[src/rtl/cprv_mem_arbiter_if.sv]
// cprv_mem_arbiter_if: request/response and memory-side bus of the IF/MEM memory arbiter
// Fetch port   : valid_imem_i/ready_imem_o/instr_addr_imem_i request, valid_if_o/ready_if_i/instr_data_if_o response
// Data port    : valid_dmem_i/ready_dmem_o/addr_dmem_i/wdata_dmem_i/w_en_dmem_i request,
//                valid_mem_dmem_o/ready_mem_dmem_i/rdata_dmem_o response
// Memory port  : mem_valid_o/mem_ready_i/mem_addr_o/mem_w_en_o/mem_wdata_o request, mem_rvalid_i/mem_rdata_i response
// slave modport is the arbiter's view, master is the view of the requesters plus memory.
interface cprv_mem_arbiter_if #(
    parameter int DATA_WIDTH = 64,
    parameter int ADDR_WIDTH = 64
);
    logic                  valid_imem_i;
    logic                  ready_imem_o;
    logic [ADDR_WIDTH-1:0] instr_addr_imem_i;
    logic                  valid_if_o;
    logic                  ready_if_i;
    logic [31:0]           instr_data_if_o;
    logic                  valid_dmem_i;
    logic                  ready_dmem_o;
    logic [ADDR_WIDTH-1:0] addr_dmem_i;
    logic [DATA_WIDTH-1:0] wdata_dmem_i;
    logic                  w_en_dmem_i;
    logic                  valid_mem_dmem_o;
    logic                  ready_mem_dmem_i;
    logic [DATA_WIDTH-1:0] rdata_dmem_o;
    logic                  mem_valid_o;
    logic                  mem_ready_i;
    logic [ADDR_WIDTH-1:0] mem_addr_o;
    logic                  mem_w_en_o;
    logic [DATA_WIDTH-1:0] mem_wdata_o;
    logic                  mem_rvalid_i;
    logic [DATA_WIDTH-1:0] mem_rdata_i;

    modport slave (
        input  valid_imem_i, instr_addr_imem_i, ready_if_i,
               valid_dmem_i, addr_dmem_i, wdata_dmem_i, w_en_dmem_i, ready_mem_dmem_i,
               mem_ready_i, mem_rvalid_i, mem_rdata_i,
        output ready_imem_o, valid_if_o, instr_data_if_o,
               ready_dmem_o, valid_mem_dmem_o, rdata_dmem_o,
               mem_valid_o, mem_addr_o, mem_w_en_o, mem_wdata_o
    );

    modport master (
        output valid_imem_i, instr_addr_imem_i, ready_if_i,
               valid_dmem_i, addr_dmem_i, wdata_dmem_i, w_en_dmem_i, ready_mem_dmem_i,
               mem_ready_i, mem_rvalid_i, mem_rdata_i,
        input  ready_imem_o, valid_if_o, instr_data_if_o,
               ready_dmem_o, valid_mem_dmem_o, rdata_dmem_o,
               mem_valid_o, mem_addr_o, mem_w_en_o, mem_wdata_o
    );
endinterface

[src/rtl/cprv_mem_arbiter.sv]
// cprv_mem_arbiter: shares one single-ported memory between instruction fetch and the data port
// Ports: clk (rising edge), rst_n (async, active-low), bus (cprv_mem_arbiter_if.slave) carrying
// the fetch request/response, data request/response and memory request/response channels.
// One transaction in flight at a time; data wins arbitration until STARVE_LIMIT consecutive
// data grants have been given while a fetch waited, then fetch is served.
module cprv_mem_arbiter #(
    parameter int DATA_WIDTH   = 64,
    parameter int ADDR_WIDTH   = 64,
    parameter int STARVE_LIMIT = 4
) (
    input logic clk,
    input logic rst_n,
    cprv_mem_arbiter_if.slave bus
);
    localparam int SW = $clog2(STARVE_LIMIT + 1);

    typedef enum logic [1:0] {IDLE, ISSUE, WAIT, RESP} state_t;

    state_t                state, state_nx;
    logic [SW-1:0]         streak;
    logic                  owner_i;
    logic                  w_en_q;
    logic                  sel_hi;
    logic [ADDR_WIDTH-1:0] addr_q;
    logic [DATA_WIDTH-1:0] wdata_q;
    logic [DATA_WIDTH-1:0] rbuf;
    logic                  grant_i;
    logic                  grant_d;
    logic                  resp_taken;

    // Grant doubles as ready, so a grant is also the handshake; gated by rst_n so every
    // output reads 0 while reset is held.
    assign grant_d    = rst_n && state == IDLE && bus.valid_dmem_i &&
                        (!bus.valid_imem_i || streak < SW'(STARVE_LIMIT));
    assign grant_i    = rst_n && state == IDLE && bus.valid_imem_i && !grant_d;
    assign resp_taken = owner_i ? bus.ready_if_i : bus.ready_mem_dmem_i;

    always_ff @(posedge clk or negedge rst_n) begin
        if (!rst_n)
            state <= IDLE;
        else
            state <= state_nx;
    end

    always_comb begin
        state_nx = state;
        case (state)
            IDLE:    state_nx = (grant_i || grant_d) ? ISSUE : IDLE;
            ISSUE:   state_nx = bus.mem_ready_i ? WAIT : ISSUE;
            WAIT:    state_nx = bus.mem_rvalid_i ? RESP : WAIT;
            RESP:    state_nx = resp_taken ? IDLE : RESP;
            default: state_nx = IDLE;
        endcase
    end

    always_comb begin
        bus.ready_imem_o     = grant_i;
        bus.ready_dmem_o     = grant_d;
        bus.mem_valid_o      = state == ISSUE;
        bus.mem_addr_o       = bus.mem_valid_o ? addr_q : '0;
        bus.mem_w_en_o       = bus.mem_valid_o && w_en_q;
        bus.mem_wdata_o      = bus.mem_valid_o ? wdata_q : '0;
        bus.valid_if_o       = state == RESP && owner_i;
        bus.instr_data_if_o  = !bus.valid_if_o ? '0 : sel_hi ? rbuf[32 +: 32] : rbuf[31:0];
        bus.valid_mem_dmem_o = state == RESP && !owner_i;
        bus.rdata_dmem_o     = (bus.valid_mem_dmem_o && !w_en_q) ? rbuf : '0;
    end

    // Fetch latches zero write data/enable so the memory sees a clean read.
    always_ff @(posedge clk or negedge rst_n) begin
        if (!rst_n) begin
            streak  <= '0;
            owner_i <= 1'b0;
            w_en_q  <= 1'b0;
            sel_hi  <= 1'b0;
            addr_q  <= '0;
            wdata_q <= '0;
            rbuf    <= '0;
        end else begin
            if (grant_i || grant_d) begin
                owner_i <= grant_i;
                addr_q  <= grant_i ? bus.instr_addr_imem_i : bus.addr_dmem_i;
                wdata_q <= grant_d ? bus.wdata_dmem_i : '0;
                w_en_q  <= grant_d && bus.w_en_dmem_i;
                sel_hi  <= grant_i && bus.instr_addr_imem_i[2];
                streak  <= (bus.valid_imem_i && bus.valid_dmem_i && grant_d) ? streak + SW'(1) : '0;
            end
            if (state == WAIT && bus.mem_rvalid_i)
                rbuf <= bus.mem_rdata_i;
        end
    end
endmodule

[src/flat_wrapper.sv]
// flat-port wrapper written by rule: the top's interface ports become plain ports
module cprv_mem_arbiter_flat 
#(
    parameter int DATA_WIDTH   = 64,
    parameter int ADDR_WIDTH   = 64,
    parameter int STARVE_LIMIT = 4
)
  (clk, rst_n, bus_valid_imem_i, bus_instr_addr_imem_i, bus_ready_if_i, bus_valid_dmem_i, bus_addr_dmem_i, bus_wdata_dmem_i, bus_w_en_dmem_i, bus_ready_mem_dmem_i, bus_mem_ready_i, bus_mem_rvalid_i, bus_mem_rdata_i, bus_ready_imem_o, bus_valid_if_o, bus_instr_data_if_o, bus_ready_dmem_o, bus_valid_mem_dmem_o, bus_rdata_dmem_o, bus_mem_valid_o, bus_mem_addr_o, bus_mem_w_en_o, bus_mem_wdata_o);
  cprv_mem_arbiter_if #(.DATA_WIDTH(DATA_WIDTH), .ADDR_WIDTH(ADDR_WIDTH)) bus_i ();
  input logic clk;
  input logic rst_n;
  input wire logic [$bits(bus_i.valid_imem_i)-1:0] bus_valid_imem_i;
  input wire logic [$bits(bus_i.instr_addr_imem_i)-1:0] bus_instr_addr_imem_i;
  input wire logic [$bits(bus_i.ready_if_i)-1:0] bus_ready_if_i;
  input wire logic [$bits(bus_i.valid_dmem_i)-1:0] bus_valid_dmem_i;
  input wire logic [$bits(bus_i.addr_dmem_i)-1:0] bus_addr_dmem_i;
  input wire logic [$bits(bus_i.wdata_dmem_i)-1:0] bus_wdata_dmem_i;
  input wire logic [$bits(bus_i.w_en_dmem_i)-1:0] bus_w_en_dmem_i;
  input wire logic [$bits(bus_i.ready_mem_dmem_i)-1:0] bus_ready_mem_dmem_i;
  input wire logic [$bits(bus_i.mem_ready_i)-1:0] bus_mem_ready_i;
  input wire logic [$bits(bus_i.mem_rvalid_i)-1:0] bus_mem_rvalid_i;
  input wire logic [$bits(bus_i.mem_rdata_i)-1:0] bus_mem_rdata_i;
  output wire logic [$bits(bus_i.ready_imem_o)-1:0] bus_ready_imem_o;
  output wire logic [$bits(bus_i.valid_if_o)-1:0] bus_valid_if_o;
  output wire logic [$bits(bus_i.instr_data_if_o)-1:0] bus_instr_data_if_o;
  output wire logic [$bits(bus_i.ready_dmem_o)-1:0] bus_ready_dmem_o;
  output wire logic [$bits(bus_i.valid_mem_dmem_o)-1:0] bus_valid_mem_dmem_o;
  output wire logic [$bits(bus_i.rdata_dmem_o)-1:0] bus_rdata_dmem_o;
  output wire logic [$bits(bus_i.mem_valid_o)-1:0] bus_mem_valid_o;
  output wire logic [$bits(bus_i.mem_addr_o)-1:0] bus_mem_addr_o;
  output wire logic [$bits(bus_i.mem_w_en_o)-1:0] bus_mem_w_en_o;
  output wire logic [$bits(bus_i.mem_wdata_o)-1:0] bus_mem_wdata_o;
  assign bus_i.valid_imem_i = bus_valid_imem_i;
  assign bus_i.instr_addr_imem_i = bus_instr_addr_imem_i;
  assign bus_i.ready_if_i = bus_ready_if_i;
  assign bus_i.valid_dmem_i = bus_valid_dmem_i;
  assign bus_i.addr_dmem_i = bus_addr_dmem_i;
  assign bus_i.wdata_dmem_i = bus_wdata_dmem_i;
  assign bus_i.w_en_dmem_i = bus_w_en_dmem_i;
  assign bus_i.ready_mem_dmem_i = bus_ready_mem_dmem_i;
  assign bus_i.mem_ready_i = bus_mem_ready_i;
  assign bus_i.mem_rvalid_i = bus_mem_rvalid_i;
  assign bus_i.mem_rdata_i = bus_mem_rdata_i;
  assign bus_ready_imem_o = bus_i.ready_imem_o;
  assign bus_valid_if_o = bus_i.valid_if_o;
  assign bus_instr_data_if_o = bus_i.instr_data_if_o;
  assign bus_ready_dmem_o = bus_i.ready_dmem_o;
  assign bus_valid_mem_dmem_o = bus_i.valid_mem_dmem_o;
  assign bus_rdata_dmem_o = bus_i.rdata_dmem_o;
  assign bus_mem_valid_o = bus_i.mem_valid_o;
  assign bus_mem_addr_o = bus_i.mem_addr_o;
  assign bus_mem_w_en_o = bus_i.mem_w_en_o;
  assign bus_mem_wdata_o = bus_i.mem_wdata_o;
  cprv_mem_arbiter #(.DATA_WIDTH(DATA_WIDTH), .ADDR_WIDTH(ADDR_WIDTH), .STARVE_LIMIT(STARVE_LIMIT)) u_core (.clk(clk), .rst_n(rst_n), .bus(bus_i));
endmodule
[config.mk]
export PLATFORM = sky130hd
export DESIGN_NAME = cprv_mem_arbiter_flat
export DESIGN_NICKNAME = d
export VERILOG_FILES = /design/src/rtl/cprv_mem_arbiter_if.sv /design/src/rtl/cprv_mem_arbiter.sv /design/src/flat_wrapper.sv
export SDC_FILE = /design/constraint.sdc
export NUM_CORES = 1
export LEC_CHECK = 0
export CORE_AREA = 4 4 193 195
export DETAILED_ROUTE_END_ITERATION = 6
export DIE_AREA = 0 0 197 199
export GPL_TIMING_DRIVEN = 0
export HOLD_SLACK_MARGIN = 0.03
export PLACE_DENSITY = 0.64
export SLEW_MARGIN = 20
export SYNTH_ARGS = -nofsm -noshare
export SYNTH_HDL_FRONTEND = slang
export SYNTH_SLANG_ARGS = --single-unit
[constraint.sdc]
create_clock -name clk -period 4.5 [get_ports clk]
set_input_delay 0.9 -clock clk [delete_from_list [all_inputs] [get_ports clk]]
set_output_delay 0.9 -clock clk [all_outputs]
set_load 0.02 [all_outputs]
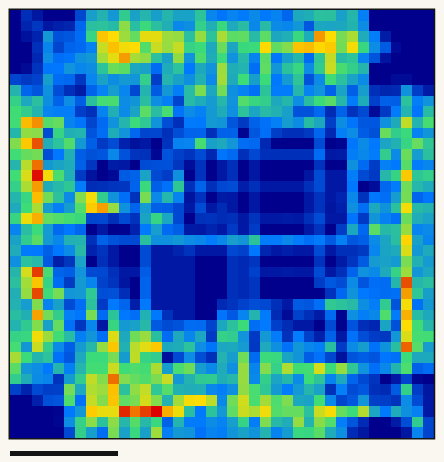
Fig. 1. Wire density map.
Scale bar: 50 µm. 39 x 40 tiles, from dark blue (low) to red (high), scaled to the fullest tile. Values are wire area over tile area, all layers added.
fullest tile = 0.56
emptiest ninth of the die = middle
tiles over half the peak = 16%
mean over tiles = 0.16
nearly empty tiles = 10%
WL per Instance: 21.7 µm
total wire length: 39400 µm
total global-route track usage: 0.194
Vias: 8673

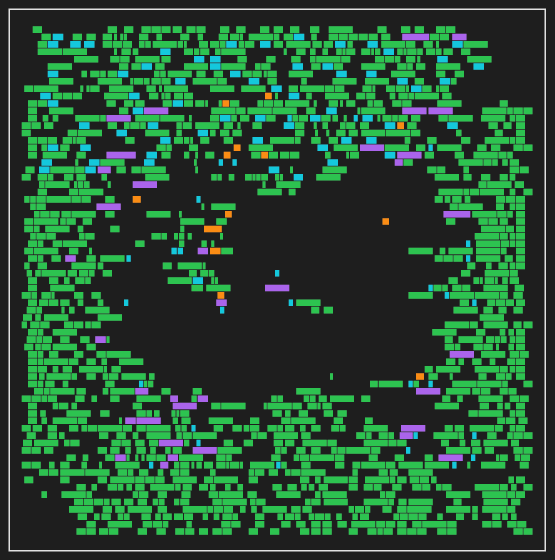
Fig. 2. Cell sizes after repair.
cyan -> x2  # cells 97, share 7.2%, most used mux2_2
purple -> x6 and larger  # cells 35, share 2.6%, most used clkbuf_16
green -> x1 and smaller  # cells 1208, share 89%, most used clkdlybuf4s50_1
orange -> x3 and x4  # cells 13, share 0.96%, most used buf_4

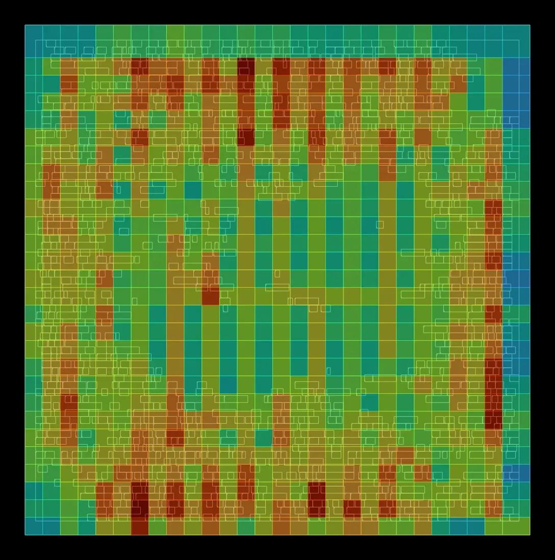
Fig. 3. Routing congestion map.
met2 Usage GRT: 0.320
post-layout util: 0.446
busiest grt layer: met2

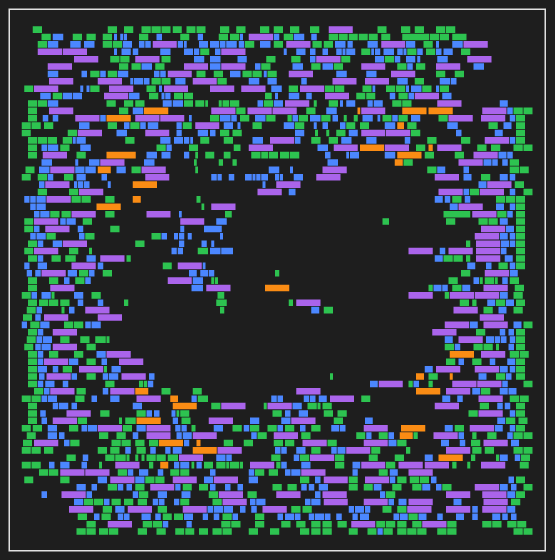
Fig. 4. Cells coloured by class.
orange -> clock drivers and dummy loads  # cells 31
green -> remaining buffers and delay cells  # cells 573
blue -> remaining logic cells  # cells 549
purple -> registers  # cells 200

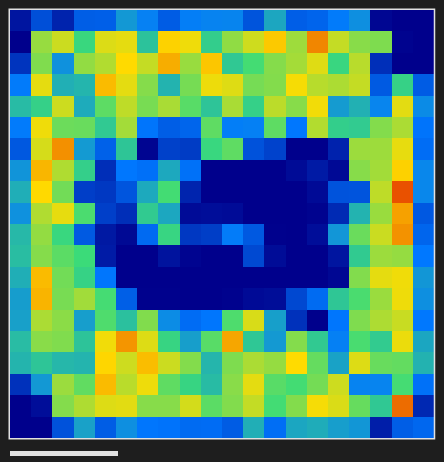
Fig. 5. Local utilization.
Scale bar: 50 µm. 20 x 20 tiles, from dark blue (low) to red (high), 0 to 100% covered.
nearly empty tiles = 14%
tiles over 75% full = 5.8%
mean over tiles = 39%
emptiest ninth of the die = middle
fullest tile = 91%

-- power by group --
part	internal (mW)	leakage, nW	total [mW]	switching (mW)
combinational	2.16	4.06	4.15	1.99
sequential	2.65	2.48	3.16	0.516
clock	0.812	0.277	1.54	0.728
total	5.62	6.82	8.85	3.23
-- per-stage QoR --
stage          instance area [µm²]  TNS (ps)  setup WS, ps  hold slack [ps]  cells
3_5_place_dp                 15200         0           274              473   1783
6_report                     15800         0           321              291   1816
3_3_place_gp                 15200  -2149570         -7420              475   1781
2_1_floorplan                 9640         0          1940              458    826
4_1_cts                      15800         0           129              268   1814
5_1_grt                      15800         0           100              279   1816
-- layout make-up --
| class | instances | area (µm²) |
|---|---|---|
| Timing Repair Buffer | 496 | 5000 |
| Clock buffer | 22 | 474 |
| Tap cell | 461 | 577 |
| Antenna cell | 2 | 5.00 |
| Inverter | 3 | 11.3 |
| Fill cell | 3363 | 19600 |
| Clock inverter | 9 | 91.3 |
| Multi-Input combinational cell | 546 | 4210 |
| Sequential cell | 200 | 5000 |
| Buffer | 77 | 412 |
-- worst paths after layout --
kind | startpoint | cells after the start | slack, ps | endpoint
min | rst_n | 1 | 290 | u_core.rbuf[43]$_DFFE_PN0P_
max | rst_n | 7 | 320 | bus_ready_dmem_o
min reg2reg | u_core.wdata_q[41]$_DFFE_PN0P_ | 1 | 490 | u_core.wdata_q[41]$_DFFE_PN0P_
max in group asynchronous | rst_n | 2 | 3440 | u_core.addr_q[28]$_DFFE_PN0P_
max reg2reg | u_core.state[1]$_DFF_PN0_ | 6 | 2560 | u_core.streak[0]$_DFFE_PN0P_
min in group clk | u_core.wdata_q[41]$_DFFE_PN0P_ | 1 | 490 | u_core.wdata_q[41]$_DFFE_PN0P_
-- critical path, cell delays in order --
cell and delay (ps):
buf_8 210, buf_16 370, nor3b_4 350, and3_4 240
buf_6 180, buf_2 270, clkdlybuf4s50_1 650
-- cells in the final DEF, fill, tap and decap left out, types with 8 or more instances in the layout --
cell	Yosys	routed
buf_4	8	8
clkbuf_16	0	17
clkbuf_1	36	37
mux2i_1	32	32
buf_6	8	8
nor2_1	36	36
a22o_1	67	67
dfrtp_1	200	200
buf_2	25	25
and2_1	194	194
mux2_2	66	66
a221o_1	63	63
clkdlybuf4s50_1	0	493
and3_1	63	63
-- registers in the layout (all words and copies together), names as in the netlist --
signal / flops
u_core.state: 2
u_core.addr_q: 64
u_core.owner_i: 1
u_core.rbuf: 64
u_core.streak: 3
u_core.w_en_q: 1
u_core.sel_hi: 1
u_core.wdata_q: 64
-- synthesized netlist by cell type --
cell	count
or2_2	1
nor2_1	36
mux2i_1	32
a21oi_1	2
buf_2	25
a221o_1	63
nand3b_1	1
nand4bb_1	1
and3_1	63
nand2_2	1
nand2b_1	1
o21ai_0	2
inv_1	3
dfrtp_1	200
buf_6	8
a21o_1	1
and3_4	1
and2_1	194
nor3_2	1
a211oi_1	1
nor3b_4	1
clkbuf_1	36
ha_1	1
buf_4	8
a31oi_1	2
nand3_1	3
mux2_2	66
and4bb_1	1
nor2b_1	2
a22o_1	67
nand2_1	2
==> results_slide.txt <==
Key Metrics from the Run

Final layout
  • Area growth syn-to-layout: 63.9%
  • Final Net Count: about 1600

Die
  • Chip Width: 197 µm
  • CORE AREA: between 0.03 and 0.04 mm²
  • Fp_density: 0.272
  • Cell Rows: between 60 and 70
  • Die ar.: 0.0392 mm²
  • I/O Pins: just under 500
  • Die height: just under 200 µm

Synth
  • Simple-gate share of the synthesized area: 0.194
  • Dominant kind of combinational cell: simple AND/OR/NAND/NOR gates
  • Mapped Area: 0.00964 mm²
  • Cell area leaders: dfrtp_1 52%, and2_1 13%, mux2_2 7.7%, a221o_1 6.5%, a22o_1 6.1%
  • Mean Syn Cell Area: between 10 and 15 µm²
  • Yosys cell types: 31
  • Adder-cell share of the synthesized area: 0.00130
  • Seq share, synth: 0.519
  • Multiplexer share of the synthesized area: 0.110
  • Post-synth top area cell: dfrtp_1
  • Seq cells post-synth: ~200
  • # Cells Yosys: around 830
  • Yosys xor share: 0
  • Post-Syn Nets: 1092

Clocking
  • TritonCTS buffer count: 17
  • Bufs on Longest Clock Path: 2
  • Number of H-tree levels: 4
  • PostCTS Resize Cnt: 0
  • Hold Buf Count CTS: 0
  • Late-Pin Clk Latency: 450 ps

Global route
  • Met1 GRT Util: 0.246
  • Vias in the first global route: around 9200
  • Largest net degree at the start of global routing: between 90 and 100
  • First-pass GRT wire length: just under 60000 µm
  • Antenna violations before repair: 4

STA
  • Final hold violations: 0
  • Rel. slew slack: 0.578
  • Worst Tran Pin Value: 633 ps
  • Setup-failing EPs final: 0
  • Tcrit/Tclk final: 0.929
  • Fmax: about 0.24 GHz
  • RSZ-0062 raised after global routing: false

Drt
  • Max Used Layer: met5
  • 1st-iter DRT viols: 379
  • Vias per std cell: between 4 and 5
  • Met3 Routed Length: around 2700 µm
  • DR pass1 iterations: 5
  • DRC Markers: 0

Placement
  • GP Congestion: just under 0.9
  • Port bufs: around 490
  • Detailed placement HPWL: 30500 µm

Setup path
  • Critical path peak fanout: 90
  • Crit Path Class: primary input to output pin
  • Setup crit start kind: primary input
  • Worst Path Required: 3600 ps
  • Setup crit end kind: output pin
  • Worst EP arrival: around 3300 ps

Worst hold path
  • Worst Hold Class: primary input to asynchronous set/reset pin

Outcome
  • Status: complete, no violations

Run
  • OpenROAD warning count: 26
  • Max capacitance violation total: 0

Power and ir drop
  • Static leakage: approximately 7 nW
Power figures rest on the tool's default switching activity, not on a simulated workload.
